**src/rtl/even_parity_frame_receiver.sv**
```systemverilog
// Serial frame receiver: start bit, DATA_W data bits LSB first, even parity, stop bit.
// Bits are consumed only on sample_en strobes; results are registered with a one-cycle valid pulse.
module even_parity_frame_receiver #(
  parameter int DATA_W = 4
) (
  input  logic              clk,
  input  logic              rst,
  input  logic              din,
  input  logic              sample_en,
  input  logic              err_clr,
  output logic [DATA_W-1:0] data,
  output logic              out_valid,
  output logic              parity_err,
  output logic              frame_err,
  output logic              busy,
  output logic [7:0]        err_cnt
);

  localparam int IDX_W = (DATA_W > 1) ? $clog2(DATA_W) : 1;
  localparam logic [IDX_W-1:0] LAST_IDX = IDX_W'(DATA_W - 1);

  typedef enum logic [1:0] {
    IDLE,
    DATA,
    PARITY,
    STOP
  } state_t;

  state_t            state;
  logic [IDX_W-1:0]  bit_idx;
  logic [DATA_W-1:0] shift_reg;
  logic              acc;
  logic              frame_bad;

  function automatic logic [7:0] sat_inc(input logic [7:0] v);
    return (v == 8'hFF) ? v : v + 8'd1;
  endfunction

  // Only meaningful while sampling the stop bit: acc already covers data and parity.
  assign frame_bad = acc | ~din;
  assign busy      = (state != IDLE);

  always_ff @(posedge clk) begin
    if (rst) begin
      state      <= IDLE;
      bit_idx    <= '0;
      shift_reg  <= '0;
      acc        <= 1'b0;
      data       <= '0;
      out_valid  <= 1'b0;
      parity_err <= 1'b0;
      frame_err  <= 1'b0;
      err_cnt    <= 8'd0;
    end else begin
      out_valid <= 1'b0;
      if (sample_en) begin
        case (state)
          IDLE: begin
            if (!din) begin
              state   <= DATA;
              bit_idx <= '0;
              acc     <= 1'b0;
            end
          end
          DATA: begin
            shift_reg[bit_idx] <= din;
            acc                <= acc ^ din;
            if (bit_idx == LAST_IDX) begin
              state <= PARITY;
            end else begin
              bit_idx <= bit_idx + 1'b1;
            end
          end
          PARITY: begin
            acc   <= acc ^ din;
            state <= STOP;
          end
          STOP: begin
            state      <= IDLE;
            data       <= shift_reg;
            parity_err <= acc;
            frame_err  <= ~din;
            out_valid  <= 1'b1;
          end
          default: state <= IDLE;
        endcase
      end

      // Clear takes priority over a coincident error increment.
      if (err_clr) begin
        err_cnt <= 8'd0;
      end else if (sample_en && (state == STOP) && frame_bad) begin
        err_cnt <= sat_inc(err_cnt);
      end
    end
  end

endmodule

```
**config.mk**
```make
export PLATFORM = sky130hd
export DESIGN_NAME = even_parity_frame_receiver
export DESIGN_NICKNAME = d
export VERILOG_FILES = /design/src/rtl/even_parity_frame_receiver.sv
export SDC_FILE = /design/constraint.sdc
export NUM_CORES = 1
export LEC_CHECK = 0
export CAP_MARGIN = 5
export CORE_MARGIN = 1
export CORE_UTILIZATION = 61
export CTS_CLUSTER_SIZE = 10
export DETAILED_ROUTE_END_ITERATION = 7
export DONT_BUFFER_PORTS = 1
export MAX_ROUTING_LAYER = met4
export PLACE_DENSITY = 0.77
export SLEW_MARGIN = 20
export SYNTH_ARGS = -nofsm -noshare
export SYNTH_HDL_FRONTEND = slang
export SYNTH_SLANG_ARGS = --single-unit
```
**constraint.sdc**
```tcl
create_clock -name clk -period 2 [get_ports clk]
set_clock_uncertainty 0.1 [all_clocks]
set_input_delay 0.4 -clock clk [delete_from_list [all_inputs] [get_ports clk]]
set_output_delay 0.4 -clock clk [all_outputs]
set_load 0.1 [all_outputs]
```
==> results.json, run 1 <==
{
  "start_kind": "flip-flop",
  "hpwl_mm": 1.76,
  "ir_drop_uv": 460,
  "clk_pin_slew_ns": 0.14,
  "htree_num_levels": 1,
  "drv_slew": 0,
  "syn_area_um2": 1220,
  "initCoreUtil_pct": 67.6,
  "nNetsFinal": 174,
  "cp-end-kind": "primary output",
  "required_ns": 1.50,
  "avgSynthCellArea_um2": 8.76,
  "intPower_mw": 0.730,
  "chipWidth_um": 46.7,
  "busiest_layer": "met2",
  "warnings": 35,
  "antenna_cells": 0,
  "num_vias": 1004,
  "p_leak_nw": 0.590,
  "gp_congestion": 0.813,
  "setup_viol": 0,
  "yosys_warnings": 0,
  "netlist_instances": 139,
  "ff_type": "dfxtp_1",
  "critPathCapture": "busy",
  "p_sw_mw": 0.228,
  "dieArea_um2": 2180,
  "route.detailed.drc": 0,
  "cts_tree": "built",
  "reg2regPathDepth": 6,
  "crit_type": "flip-flop to primary output",
  "async_reset_ff_share_pct": 0,
  "wirelength_mm": 2.32,
  "fin_crit_ns": 1.86,
  "use_met2_pct": 46.7,
  "crit_fanout": 5,
  "power.density_nw_per_um2": 676,
  "hp-class": "primary input to flip-flop",
  "worstSetupPathDepth": 4,
  "syn_nets": 157,
  "r2r_slack_ns": 0.21,
  "hold_ws_ns": 0.0312,
  "via_per_inst": 5.58,
  "top_cells_by_area": "dfxtp_1 39%, ha_1 13%, nand2_1 5.5%, a21oi_1 4.9%, nor2_1 4.3%",
  "cts_root_buffer": "clkbuf_4",
  "die.size.y_um": 46.7,
  "core.rowCount": 15,
  "cts_buffer_depth": 2,
  "grt_usage_pct": 25.0,
  "cp_top_family": "flip-flops",
  "outcome": "completed",
  "top_area_share_pct": 39.5,
  "fp.coreArea_um2": 1800,
  "synth_dominant_cell_count": "dfxtp_1",
  "fin_crit_sh_pct": 93.2,
  "synth-seq-cells": 24,
  "relSlewSlack_pct": 70.1,
  "setup_tns_ns": 0,
  "cp_slowest_cell": "dfxtp_1",
  "rsz0062_at_grt": "false",
  "grt_pass1_wl_mm": 3.73,
  "grt_pass1_vias": 938,
  "seq_power_share_pct": 51.4,
  "drtIter0Drc": 12,
  "slowest_delay_ns": 0.41,
  "cp_num_buf_inv": 3,
  "io_buffers": 0,
  "wl_per_cell_um": 12.9,
  "r2r_end": "state[0]",
  "path_cells": "inv_1 -> ha_1 -> inv_1 -> buf_12",
  "hold_violations": 0,
  "clock.fmax_ghz": 0.536,
  "area_growth_pct": 16.3,
  "largest_register_ffs": 8,
  "cap_violations": 0,
  "grt_max_degree": 19,
  "met1_usage_pct": 25.4,
  "antenna_found_initial": 0,
  "r2r_start": "state[1]",
  "combinationalPowerShare_pct": 11.8,
  "synth.distinct_cells": 34,
  "ys_seq_share_pct": 39.5,
  "final_antenna_net_count": 0,
  "p_sw_share_pct": 23.8,
  "holdBufCountCts": 0,
  "worstSetupStartpoint": "state[1]",
  "grt-ovfl-total": 0,
  "drive_above_1_share_pct": 20.6,
  "io_pins": 21,
  "yosysChipArea_um2": 1220,
  "synth.largest_area_cell": "dfxtp_1",
  "post-route-util_pct": 78.6,
  "critPathMostFrequentCell": "inv_1",
  "worstMarginPinSlew_ns": 0.443,
  "arrival_ns": 1.36,
  "ys_cells": 139
}
-- run 1: worst register-to-register path, stage by stage (launching register included) --
cell	delay (ns)
dfxtp_1	0.37
inv_1	0.13
ha_1	0.31
inv_1	0.09
o21ai_0	0.38
nor3_1	0.11
a211oi_1	0.23
-- run 1: final cells by class --
class,count,area (µm²)
clock buffers,3,22.5
clock inverters,1,30.0
fillers,132,385
inverters,9,33.8
multi-input cells,102,679
flip-flops and latches,24,487
well taps,25,31.3
repair buffers,16,133
-- run 1: power groups by stage --
stage               clock (mW)  sequential (mW)  combinational, mW
floorplan                    0            0.503             0.0894
detailed placement           0            0.503              0.112
global route             0.373            0.495              0.120
finish                   0.352            0.493              0.113
global placement             0            0.502              0.106
CTS                      0.357            0.492              0.112
-- run 1: stage by stage --
step	cell area, µm²	worst slack, ns	total power, mW	instances
floorplan	1220	0.000896	0.592	139
global placement	1360	0.376	0.608	176
detailed placement	1360	0.250	0.615	176
CTS	1420	0.0587	0.961	180
global route	1420	0.0367	0.988	180
finish	1420	0.136	0.958	180
-- run 1: worst min path at each step --
stage | end | startpoint | cells after the start
6_report | data[3] | rst | 1
5_1_grt | data[2] | rst | 1
4_1_cts | bit_idx[1] | rst | 1
3_5_place_dp | data[3] | shift_reg[3] | 2
3_3_place_gp | data[1] | shift_reg[1] | 2
2_1_floorplan | data[0] | shift_reg[0] | 2
-- run 1: kinds of logic (layout without fill, tap and decap cells) --
| group | after synthesis | in the layout | share of synthesized area [%] |
|---|---|---|---|
| xor gates and xnor gates | 2 | 2 | 1.44 |
| AOI/OAI and AO/OA | 24 | 24 | 13.3 |
| buffers and inverters | 13 | 29 | 4.73 |
| muxes | 6 | 6 | 5.34 |
| adders and majority gates | 13 | 13 | 13.4 |
| DFF | 24 | 24 | 39.5 |
| and+or+nand+nor | 57 | 57 | 22.4 |
-- run 1: layer usage --
metal  vias to the layer above  part of all wire, %
li1                        504                    -
met1                       465                   43
met2                        30                   52
met3                         5                  4.3
met4                         0                  1.1
met5                         -                    0
-- run 1: placed cells by master (no fill, tap or decap), types with 3 or more instances in the layout --
cell      Yosys  routed
a21oi_1      12      12
clkbuf_4      0       3
nand2_1      18      18
buf_4         0      15
dfxtp_2       0       5
dfxtp_1      24      19
inv_1         9       9
nand3_1       9       9
mux2i_1       5       5
o21ai_0       3       3
nor3_1        5       5
nor2_1       14      14
ha_1         13      13
-- run 1: what timing repair did --
action                                  CTS  global route
setup buffers                             0             0
hold endpoints to repair                  0             0
gates resized                             0             1
endpoints found under the setup margin    0             1
**Run 1: sequential cells grouped by signal name**

Scale bar: 10 µm. Other sequential cells in the stronger grey, the rest of the logic in the fainter grey.
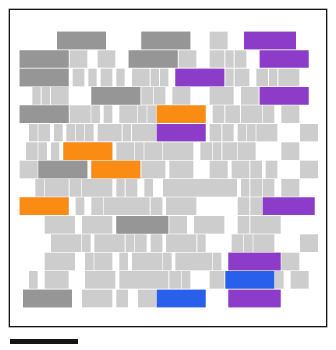
signal	colour	sequential cells
shift_reg	orange	4
bit_idx	blue	2
err_cnt	purple	8
not coloured	10

**Run 1: routed clock nets over the placement**

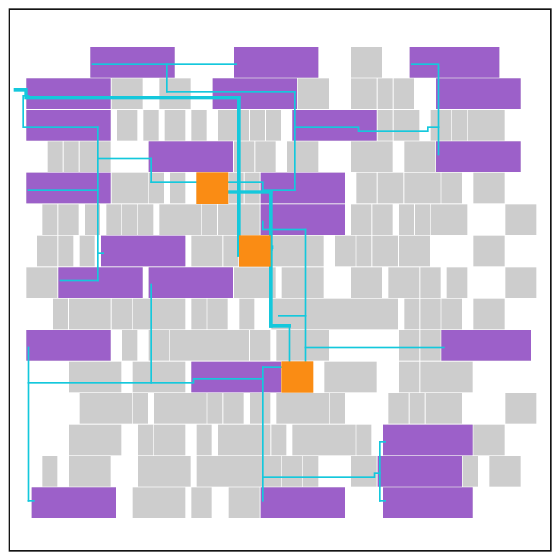
[flip-flops] purple | count: 24
[cells driving clock nets] orange | count: 3
[clock wires] cyan | length: 276 µm
routed clock nets	4
Clk. pwr: 0.352 mW
clock power share: 36.8%
clk_lat worst skew: 0.31 ns

**Run 1: clock routing**

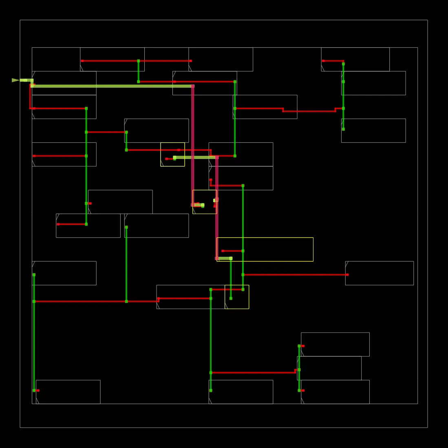
clkbuf count: 3
CTS sink cnt: 24
registers: 24
TritonCTS buffer count: 3

## Run 2: what changed since run 1
--- a/config.mk
+++ b/config.mk
@@ -13,6 +13,7 @@
 export DONT_BUFFER_PORTS = 1
 export MAX_ROUTING_LAYER = met4
 export PLACE_DENSITY = 0.77
+export SETUP_SLACK_MARGIN = 0.15
 export SLEW_MARGIN = 20
 export SYNTH_ARGS = -nofsm -noshare
 export SYNTH_HDL_FRONTEND = slang
**Run 2: cells coloured by class**

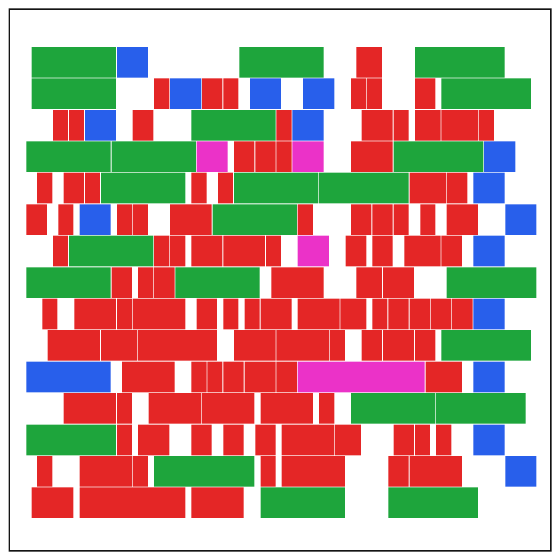
class	colour	cells	share of their area
clock drivers and dummy loads	magenta	4	3.7%
flip-flops	green	24	35%
other buffers and delay cells	blue	16	9.4%
all other logic	red	111	52%

**Run 2: sizing map**

Scale bar: 10 µm.
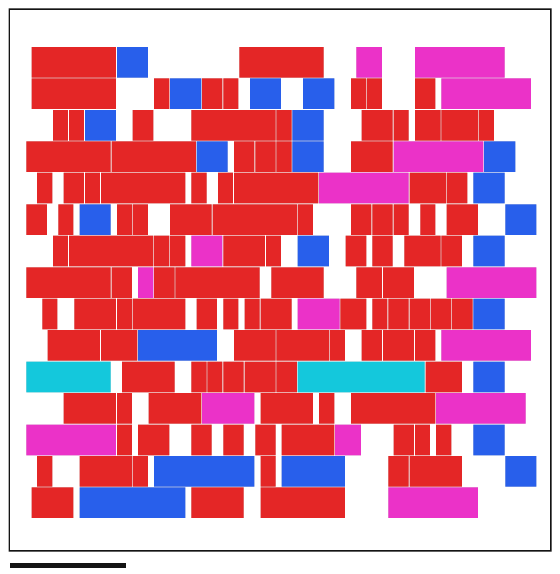
size	colour	cells	share
drive 1 or less	red	116	75%
drive 6 and up	cyan	2	1.3%
drive 3 to 4	blue	22	14%
drive 2	magenta	15	9.7%

==> run 2 against run 1 <==
  * Sequential power about the same
  * Critical path depth unchanged
  * Largest cell class unchanged
  * Sequential share of layout area increased by 0.10 points
  * Sequential cell count unchanged
  * Synthesized cell count unchanged
  * Hold slack got worse by 0.0025 ns
==> results.json, run 2 <==
{
  "outcome": "completed",
  "logic_area_um2": 692,
  "cp-end-kind": "primary output",
  "drtIter0Drc": 11,
  "async_reset_ff_share_pct": 0,
  "setup_tns_ns": 0,
  "drv_slew": 0,
  "io_buffers": 0,
  "clock-sinks": 24,
  "wl_per_cell_um": 12.8,
  "grt_max_degree": 19,
  "io_pins": 21,
  "synthTopLogicFamily": "simple AND/OR/NAND/NOR gates",
  "synth_dominant_cell_count": "dfxtp_1",
  "netlist_instances": 139,
  "whs_path_depth": 1,
  "syn_nets": 157,
  "drive_above_1_share_pct": 25.2,
  "ys_cells": 139,
  "yosys.area_share.adder_pct": 13.4,
  "clock.fmax_ghz": 0.571,
  "cap_violations": 0,
  "synth-seq-cells": 24,
  "r2r_end": "state[0]",
  "compound_area_share_pct": 13.3,
  "gp_congestion": 0.847,
  "nFillCells": 136,
  "final_antenna_net_count": 0,
  "grt-ovfl-total": 0,
  "numCtsBuffers": 3,
  "ff_type": "dfxtp_1",
  "wirelength_mm": 2.31,
  "required_ns": 1.50,
  "muxShareOfSynthArea_pct": 5.34,
  "synth.largest_area_cell": "dfxtp_1",
  "insertion_delay_ns": 0.31,
  "first_pass_iters": 4,
  "largest_register_ffs": 8,
  "simple_gate_share_pct": 22.4,
  "syn_area_um2": 1220,
  "cts_buffer_depth": 2,
  "ys_seq_share_pct": 39.5,
  "antenna_found_initial": 0,
  "avgSynthCellArea_um2": 8.76,
  "grt_usage_pct": 25.6,
  "htree_num_levels": 1,
  "warnings": 35,
  "grt_pass1_vias": 957,
  "top_cells_by_count": "24 x dfxtp_1, 18 x nand2_1, 14 x nor2_1, 13 x ha_1, 12 x a21oi_1",
  "fin_crit_ns": 1.75,
  "num_vias": 994,
  "cts_root_buffer": "clkbuf_4",
  "relSlewSlack_pct": 74.1,
  "clk_pin_slew_ns": 0.14,
  "antenna_cells": 0,
  "top_cells_by_area": "dfxtp_1 39%, ha_1 13%, nand2_1 5.5%, a21oi_1 4.9%, nor2_1 4.3%",
  "nNetsFinal": 174,
  "ir_drop_uv": 618,
  "cts_tree": "built",
  "initCoreUtil_pct": 67.6,
  "worstMarginPinSlew_ns": 0.386,
  "arrival_ns": 1.25,
  "power.density_nw_per_um2": 671,
  "r2r_start": "state[1]",
  "holdCritStartpoint": "rst",
  "hp-class": "primary input to flip-flop",
  "top_area_share_pct": 39.5,
  "dp_slack_ns": 0.248,
  "synthXorXnorAreaFrac_pct": 1.44,
  "holdBufCountCts": 0,
  "crit_fanout": 5,
  "power.total_mw": 0.965,
  "grt_pass1_wl_mm": 3.88,
  "crit_type": "flip-flop to primary output",
  "start_kind": "flip-flop",
  "route.detailed.drc": 0,
  "yosysChipArea_um2": 1220,
  "rsz0062_at_grt": "false",
  "fp.coreArea_um2": 1800,
  "r2r_slack_ns": 0.33,
  "dieArea_um2": 2180,
  "via_per_inst": 5.52,
  "die.size.y_um": 46.7,
  "hold_violations": 0,
  "regArea_um2": 495,
  "synth.distinct_cells": 34,
  "yosys_warnings": 0,
  "reg2regPathDepth": 6,
  "setup_viol": 0,
  "chipWidth_um": 46.7,
  "p_leak_nw": 0.593,
  "synth-edff-count": 0,
  "lay_top_cells": "18 x nand2_1, 15 x buf_4, 14 x nor2_1, 14 x dfxtp_1",
  "area_growth_pct": 18.1,
  "layout_setup_ws_ns": 0.248,
  "mostFrequentLayoutCell": "nand2_1",
  "fin_crit_sh_pct": 87.6,
  "core.rowCount": 15,
  "hpwl_mm": 1.76,
  "post-route-util_pct": 79.8,
  "hold_end": "state[1]"
}
**Run 2: routed clock nets over the placement**

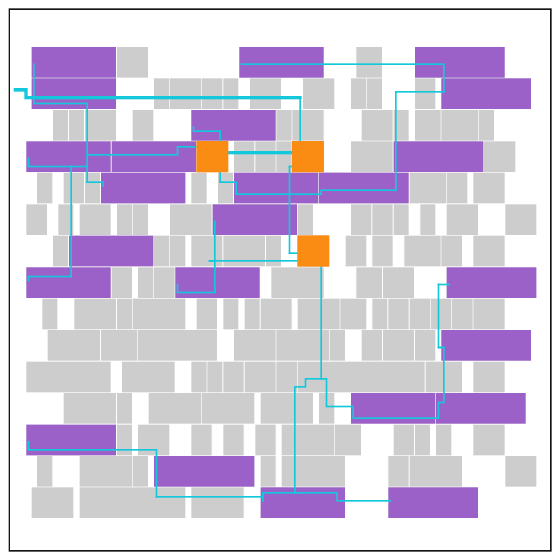
[clock wires] cyan | length: 262 µm
[cells driving clock nets] orange | count: 3
[flip-flops] purple | count: 24
routed clock nets	4
flops lie	widely spread
clock power share: 36.4%

-- run 2: cell counts after synthesis --
Identical to the previous run, type by type.
-- run 2: worst max path at each step --
stage / start / endpoint / depth (start not counted)
final: state[0] / busy / 4
after global routing: state[1] / state[0] / 6
after CTS: state[0] / busy / 4
after detailed placement: state[0] / state[0] / 6
after global placement: state[0] / bit_idx[1] / 6
after floorplan: err_cnt[0] / err_cnt[0] / 5
-- run 2: critical path, stage by stage (launching register included) --
cell and delay, ns:
dfxtp_4 0.39, inv_1 0.15, ha_4 0.19, inv_2 0.05, buf_12 0.16
-- run 2: through the flow --
stage	std cells	hold WS, ns	area (µm²)
5_1_grt	180	0.0117	1440
6_report	180	0.0287	1440
4_1_cts	180	0.0225	1430
3_5_place_dp	176	0.346	1370
2_1_floorplan	139	0.332	1230
3_3_place_gp	176	0.343	1370
-- run 2: routing by layer --
metal	GRT usage (%)	up-vias	part of all wire [%]
met1	26.2	464	44
li1	-	511	-
met3	5.49	0	3.0
met5	-	-	0
met4	6.29	0	0
met2	48.6	19	53
-- run 2: cell families after synthesis --
logic type               after synthesis
multiplexers                           6
XOR/XNOR                               2
flip-flops                            24
AND-OR/OR-AND                         24
AND/OR/NAND/NOR                       57
buffers and inverters                 13
adder cells (fa/ha/maj)               13
-- run 2: cell type report --
type,instances,share of cell area [%]
clock buffers,3,1.57
clock inverters,1,2.09
inverters,9,2.35
multi-input cells,102,48.1
flip-flops and latches,24,34.5
well taps,25,2.18
repair buffers,16,9.23
-- run 2: what timing repair did --
action | CTS | global route
gates resized | 4 | 3
buffers inserted | 0 | 0
setup endpoints to repair | 1 | 3
-- run 2: report_power, final --
| part | total, mW | internal (mW) | switching [mW] |
|---|---|---|---|
| logic | 0.120 | 0.0480 | 0.0724 |
| clock network | 0.352 | 0.202 | 0.149 |
| registers | 0.493 | 0.485 | 0.00734 |
| total | 0.965 | 0.736 | 0.229 |
Power is estimated from default activity; no workload was simulated.
